### src/rtl/seed_cursor_select.sv
// -----------------------------------------------------------------------------
// seed_cursor_select
//
// Purpose:
//   Seed-entry controller for the Game of Life LED grid. The player moves a
//   wrapping cursor over a ROWS x COLS grid with direction keys and confirms
//   cells with a select key. Each confirmed cell raises its bit in
//   selectingLightConfirmed. The bit stays high until the downstream cell
//   FSMs have sampled it on a game tick. Once the game is started, all seeding
//   is blocked until reset.
//
// Parameters:
//   ROWS, COLS  grid dimensions (each >= 2; need not be powers of two)
//
// Ports:
//   clk                     system clock
//   reset                   asynchronous active-high reset
//   keyUp/Down/Left/Right   raw active-high direction keys (asynchronous)
//   keySelect               raw active-high select key (asynchronous)
//   startGameSwitch         level, high = game running (asynchronous)
//   tickEnable              one-cycle game-step enable shared with the cell FSMs
//   selectingLightConfirmed per-cell confirm, bit index = row*COLS+col
//   cursorRow, cursorCol    current cursor position
//   cursorMarker            one-hot cursor overlay for the LED display
//
// Optional build macro:
//   CURSOR_BLINK_EN  when defined, the cursor overlay blinks. A blink flop
//                    toggles on every tickEnable in SETUP, and the overlay is
//                    shown only while that flop is 1. When undefined, the
//                    overlay is shown continuously in SETUP.
// -----------------------------------------------------------------------------
module seed_cursor_select #(
  parameter int ROWS = 8,
  parameter int COLS = 8
) (
  input  logic                      clk,
  input  logic                      reset,
  input  logic                      keyUp,
  input  logic                      keyDown,
  input  logic                      keyLeft,
  input  logic                      keyRight,
  input  logic                      keySelect,
  input  logic                      startGameSwitch,
  input  logic                      tickEnable,
  output logic [ROWS*COLS-1:0]      selectingLightConfirmed,
  output logic [$clog2(ROWS)-1:0]   cursorRow,
  output logic [$clog2(COLS)-1:0]   cursorCol,
  output logic [ROWS*COLS-1:0]      cursorMarker
);

  localparam int N_CELLS = ROWS * COLS;
  localparam int RW      = $clog2(ROWS);
  localparam int CW      = $clog2(COLS);
  localparam int N_KEYS  = 5;

  // Bit positions inside the conditioned key vector.
  localparam int K_UP    = 0;
  localparam int K_DOWN  = 1;
  localparam int K_LEFT  = 2;
  localparam int K_RIGHT = 3;
  localparam int K_SEL   = 4;

  localparam logic [RW-1:0] ROW_MAX = RW'(ROWS - 1);
  localparam logic [CW-1:0] COL_MAX = CW'(COLS - 1);

  typedef enum logic {
    ST_SETUP  = 1'b0,
    ST_LOCKED = 1'b1
  } state_t;

  // ---------------------------------------------------------------------------
  // Key conditioning: 2-flop synchronizer, history flop, registered rise pulse.
  // A raw rise shows up as a one-cycle edge_q pulse three cycles later. A held
  // key produces only that single pulse.
  // ---------------------------------------------------------------------------
  logic [N_KEYS-1:0] key_raw;
  logic [N_KEYS-1:0] key_sync1_q;
  logic [N_KEYS-1:0] key_sync2_q;
  logic [N_KEYS-1:0] key_prev_q;
  logic [N_KEYS-1:0] key_edge_q;

  assign key_raw = {keySelect, keyRight, keyLeft, keyDown, keyUp};

  genvar gi;
  generate
    for (gi = 0; gi < N_KEYS; gi++) begin : g_key
      always_ff @(posedge clk or posedge reset) begin
        if (reset) begin
          key_sync1_q[gi] <= 1'b0;
          key_sync2_q[gi] <= 1'b0;
          key_prev_q[gi]  <= 1'b0;
          key_edge_q[gi]  <= 1'b0;
        end else begin
          key_sync1_q[gi] <= key_raw[gi];
          key_sync2_q[gi] <= key_sync1_q[gi];
          key_prev_q[gi]  <= key_sync2_q[gi];
          key_edge_q[gi]  <= key_sync2_q[gi] & ~key_prev_q[gi];
        end
      end
    end
  endgenerate

  // The start switch is a level, so it only needs synchronizing.
  logic sw_sync1_q;
  logic sw_sync2_q;

  always_ff @(posedge clk or posedge reset) begin
    if (reset) begin
      sw_sync1_q <= 1'b0;
      sw_sync2_q <= 1'b0;
    end else begin
      sw_sync1_q <= startGameSwitch;
      sw_sync2_q <= sw_sync1_q;
    end
  end

  // ---------------------------------------------------------------------------
  // Core state
  // ---------------------------------------------------------------------------
  state_t               state_q, state_d;
  logic [RW-1:0]        row_q, row_d;
  logic [CW-1:0]        col_q, col_d;
  logic [N_CELLS-1:0]   pend_q, pend_d;
  logic [N_CELLS-1:0]   cell_hit;
  logic                 blink;

  // One-hot decode of the current cursor position. It is used both for
  // selection and for the display overlay. Comparing against per-cell
  // constants avoids a row*COLS multiplier.
  generate
    for (gi = 0; gi < N_CELLS; gi++) begin : g_cell
      localparam int CELL_R = gi / COLS;
      localparam int CELL_C = gi % COLS;
      assign cell_hit[gi] = (row_q == RW'(CELL_R)) && (col_q == CW'(CELL_C));
    end
  endgenerate

  always_comb begin
    state_d = state_q;
    row_d   = row_q;
    col_d   = col_q;
    pend_d  = pend_q;

    case (state_q)
      ST_SETUP: begin
        if (sw_sync2_q) begin
          // Entering LOCKED drops any seeds that were not yet ticked. This
          // matches the cell FSMs, which give the start switch priority over
          // the confirm input.
          state_d = ST_LOCKED;
          pend_d  = '0;
        end else begin
          // The cell FSMs sample the current vector on this tick, so every
          // bit already raised has been consumed.
          if (tickEnable) begin
            pend_d = '0;
          end
          // A select made on a tick cycle lands after the clear. It therefore
          // survives until the next tick. cell_hit reflects the cursor before
          // any same-cycle move.
          if (key_edge_q[K_SEL]) begin
            pend_d = pend_d | cell_hit;
          end

          // Only one move per cycle. Up > Down > Left > Right.
          if (key_edge_q[K_UP]) begin
            row_d = (row_q == '0) ? ROW_MAX : row_q - RW'(1);
          end else if (key_edge_q[K_DOWN]) begin
            row_d = (row_q == ROW_MAX) ? '0 : row_q + RW'(1);
          end else if (key_edge_q[K_LEFT]) begin
            col_d = (col_q == '0) ? COL_MAX : col_q - CW'(1);
          end else if (key_edge_q[K_RIGHT]) begin
            col_d = (col_q == COL_MAX) ? '0 : col_q + CW'(1);
          end
        end
      end

      ST_LOCKED: begin
        // Only reset leaves LOCKED. Keys and the switch level are ignored.
        pend_d = '0;
      end

      default: begin
        state_d = ST_SETUP;
      end
    endcase
  end

  always_ff @(posedge clk or posedge reset) begin
    if (reset) begin
      state_q <= ST_SETUP;
      row_q   <= '0;
      col_q   <= '0;
      pend_q  <= '0;
    end else begin
      state_q <= state_d;
      row_q   <= row_d;
      col_q   <= col_d;
      pend_q  <= pend_d;
    end
  end

`ifdef CURSOR_BLINK_EN
  logic blink_q;

  always_ff @(posedge clk or posedge reset) begin
    if (reset) begin
      blink_q <= 1'b1;
    end else if ((state_q == ST_SETUP) && tickEnable) begin
      blink_q <= ~blink_q;
    end
  end

  assign blink = blink_q;
`else
  assign blink = 1'b1;
`endif

  // ---------------------------------------------------------------------------
  // Outputs: all are registered state or a decode of registered state only.
  // ---------------------------------------------------------------------------
  assign selectingLightConfirmed = pend_q;
  assign cursorRow               = row_q;
  assign cursorCol               = col_q;
  assign cursorMarker            = ((state_q == ST_SETUP) && blink) ? cell_hit : '0;

endmodule

### config.mk
export PLATFORM = sky130hd
export DESIGN_NAME = seed_cursor_select
export DESIGN_NICKNAME = d
export VERILOG_FILES = /design/src/rtl/seed_cursor_select.sv
export SDC_FILE = /design/constraint.sdc
export NUM_CORES = 1
export LEC_CHECK = 0
export CAP_MARGIN = 15
export CELL_PAD_IN_SITES_DETAIL_PLACEMENT = 2
export CELL_PAD_IN_SITES_GLOBAL_PLACEMENT = 2
export CORE_ASPECT_RATIO = 1.5
export CORE_MARGIN = 1.5
export CORE_UTILIZATION = 35
export DETAILED_ROUTE_END_ITERATION = 7
export DONT_BUFFER_PORTS = 1
export PLACE_DENSITY_LB_ADDON = 0.1
export SETUP_SLACK_MARGIN = 0.05
export SLEW_MARGIN = 20
export SYNTH_ARGS = -nofsm -noshare
export SYNTH_HDL_FRONTEND = slang
export SYNTH_SLANG_ARGS = --single-unit
### constraint.sdc
create_clock -name clk -period 3.55 [get_ports clk]
set_input_delay 0.71 -clock clk [delete_from_list [all_inputs] [get_ports clk]]
set_output_delay 0.71 -clock clk [all_outputs]
set_load 0.1 [all_outputs]
==> run_1/clock_nets.png <==
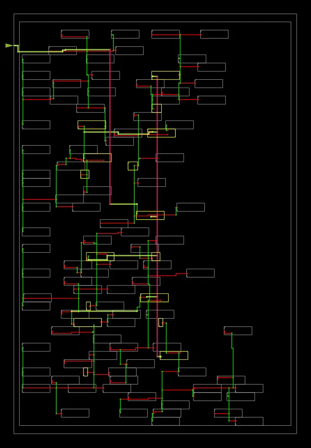
Clk power: 889 uW
Sinks on Clock Net: 93

==> run_1/class_map.png <==
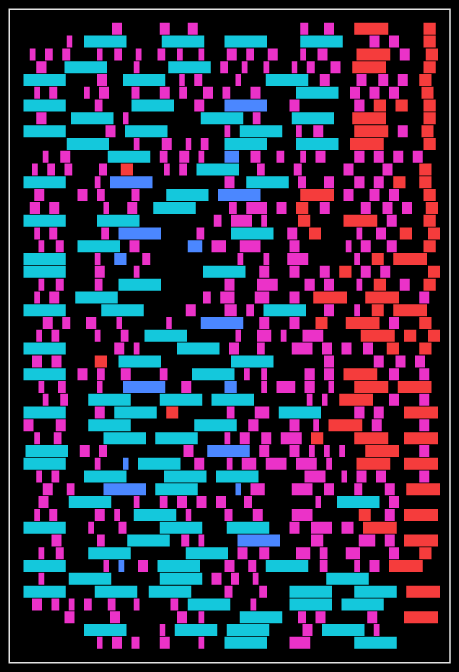
- magenta: remaining logic cells (cells 346; share of their area 36%)
- blue: clock drivers and dummy loads (cells 16; share of their area 4.9%)
- cyan: registers (cells 93; share of their area 42%)
- red: remaining buffers and delay cells (cells 74; share of their area 17%)

==> run_1/ff_map.png <==
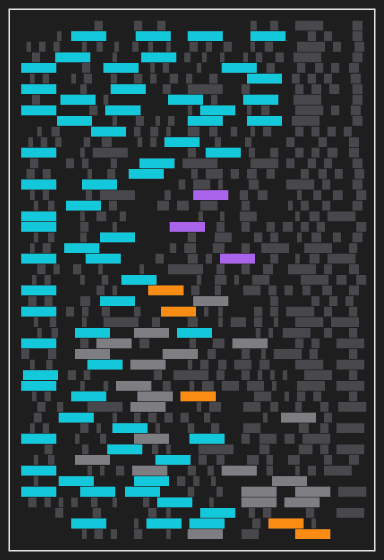
- cyan: selectingLightConfirmed (flops 64)
- orange: key_edge_q (flops 5)
- purple: cursorRow (flops 3)
- not colored: 21
Power Sequential: 1100 uW
share of the core filled with cells: 47.9%
Seq/total area: 40.6%
sequential cell area: 2330 um2

==> writeup.txt, run 1 <==
The clock tree buffer count of the final layout is 12. Hold timing on the final database bottoms out at a slack of 0.349 ns. Non-clock buffers in the final layout number 74.

The switching power total came out at 596 uW. STA classifies the critical path endpoint as a primary output. The area share of buffers outside the clock network is 16.7%, and the count of unresolved DRC violations after routing is 0. As reported, the later end of the worst-skew pair has a clock insertion delay of 0.35 ns. The highest routing layer actually used is met4. The startpoint identified for the worst register-to-register timing path is cursorRow[0]$_DFFE_PP0P_. 143 I/O pins were placed. The final antenna diode tally reported by the flow is 0. The cell depth of the worst min-delay path was 0.

The run finished with clean final reports. The vertical die dimension works out to 139 um. The capture point of the worst register-to-register path is recorded as cursorRow[0]$_DFFE_PP0P_.

The final design area excluding fillers is 5730 um2, and the amount of wire on met3 after detailed routing is 1.04 mm. Hold repair after CTS inserted 0 buffers. The area of the core region was 12000 um2.

After synthesis, flip-flops and latches occupy 54.2% of the total area. The arrival time of the worst setup path is 2.50 ns, and the synthesized area per cell is 9.02 um2. The pin closest to its max-slew limit shows a slew of 0.942 ns. The detailed router's first-iteration violation count is 95. With the total of flip-flops plus latches after synthesis at 93, the filler cell count is 1272. Of the total standard cell area in the layout, the multi-input combinational portion is 33.8%.

The fraction of registers with async set/reset works out to 100%. Global routing used 23.8% of the available tracks across all layers. Cell class ranked first by area: flip-flops and latches. In the routed layout, each cell is associated on average with a via count of 5.13. After clock tree synthesis, the setup repair step added 0 buffers. For hold timing, the worst endpoint is key_sync2_q[3]$_DFF_PP0_.

Summing the areas of all compound-gate instances in the mapped netlist gives 9.50% of the synthesized area.
[run 1: power by group through the flow]
stage | clock network, uW | logic (uW) | registers [uW]
final | 889 | 211 | 1100
after detailed placement | 0 | 214 | 1120
after CTS | 914 | 215 | 1100
after global routing | 950 | 228 | 1100
after global placement | 0 | 206 | 1120
after floorplan | 0 | 110 | 1160
[run 1: registers in the layout, summed over array words and instances, names as in the netlist]
register                 flops
state_q                      1
key_sync2_q                  5
cursorCol                    3
key_prev_q                   5
key_sync1_q                  5
cursorRow                    3
sw_sync2_q                   1
sw_sync1_q                   1
key_edge_q                   5
selectingLightConfirmed     64
[run 1: critical path, stage by stage (launching register included)]
cell and delay [ns]:
dfrtp_1 0.48, buf_4 0.37, ha_1 0.47, nand2b_1 0.36, nor2_2 0.27, buf_12 0.20
==> run_1/clock_wires.png <==
The bar under the picture is 20 um long.
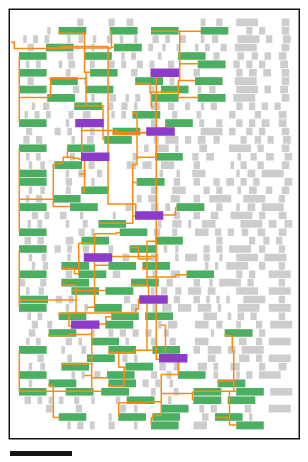

==> run 1 -> run 2 <==
clock period = 3.45 ns   (was 3.55 ns; I/O delays follow)
==> run_2/clock_wires.png <==
The bar under the picture is 20 um long.
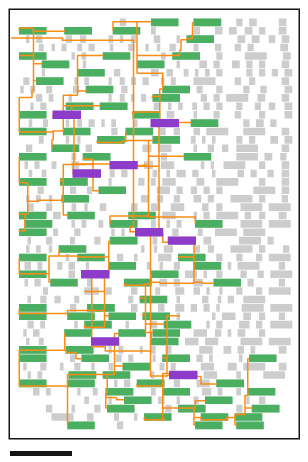
- green: flip-flops (count 93)
- purple: clock-net drivers (count 9)
- orange: clock wires (length 1200 um)
- routed clock nets: 10
- flops lie: widely spread
Clk power: 932 uW
clk ins delay skew pair: 0.34 ns
final clock skew: 0.00859 ns

==> writeup.txt, run 2 <==
The run finished with clean final reports. The tools report the terminus of the critical flop-to-flop path as cursorRow[0]$_DFFE_PP0P_. Fill cells in the final layout number 1260.

The flip-flop count of the largest register, all copies and words added is 64. Per STA, the worst path accumulates the most delay in the family simple AND/OR/NAND/NOR gates. The stage logs contain a warning count of 37. The report shows a maximum critical-path fanout of 13.

The final report gives the standard cell area, fillers excluded, as 5740 um2. The number of levels in the clock H-tree is 3, and the standard cell area after detailed placement is 5460 um2. The cell sequence reported for the critical path is inv_1 -> ha_1 -> nand2b_1 -> nor2_2 -> buf_12. Detailed router's first-iteration violation count: 197. Slowest library cell on the worst path: dfrtp_1. The count of unresolved DRC violations after routing is 0, and the tightest hold margin is 0.336 ns. Worst stage delay on the critical path: 0.52 ns.

The number of cells on the critical path works out to 5. STA classifies the critical path endpoint as a primary output. The total of flip-flops plus latches after synthesis came out at 93. The post-route utilization of the core is recorded as 48.0%. On the critical path the data arrives at 2.30 ns. Number of diodes: 0. Along the critical path, the tally of buffer and inverter instances is 2. For the post-CTS setup buffer count, the log shows 0. The transition time recorded at the tightest slew-check pin is 0.951 ns.

With the cts-stage hold buffer count at 0, the number of cells traversed by the worst register-to-register path is 5. The main combinational cell family by area after synthesis is simple AND/OR/NAND/NOR gates. The critical register-to-register path startpoint is cursorRow[0]$_DFFE_PP0P_. With the synthesized area per cell at 9.02 um2, the detail-routed via count per cell is 5.19. For this run, asynchronously set or reset flops after synthesis account for 100%.

The logs give 476 for the yosys stat cell total and 93 for the clock sink count. The run gives 143 as the I/O pin count. The run gives 24.3% as the total routing resource utilization after global routing. By instance count after routing, the leading logic cell type is dfrtp_1.
## run 2: cell counts after synthesis
No cell type changed its count.
## run 2: area by class of cell
type | instances | area [um2] | area share [%]
well taps | 153 | 191 | 3.33
inverters | 12 | 47.5 | 0.828
clock inverters | 4 | 31.3 | 0.545
flip-flops and latches | 93 | 2330 | 40.5
clock buffers | 12 | 246 | 4.29
multi-input cells | 334 | 1940 | 33.7
repair buffers | 73 | 961 | 16.7
## run 2: layer usage
layer	part of all wire (%)	global-route usage, %	up-vias
li1	-	-	1598
met1	38	28.7	1809
met2	53	42.0	109
met3	6.5	6.52	19
met4	2.4	8.05	0
met5	0	0	-
## run 2: power by group
group / internal (uW) / switching [uW] / total (uW)
clock network: 511 / 420 / 932
logic: 44.0 / 170 / 214
registers: 1110 / 22.1 / 1130
No activity file was given, so power comes from the tool's default toggle rates.
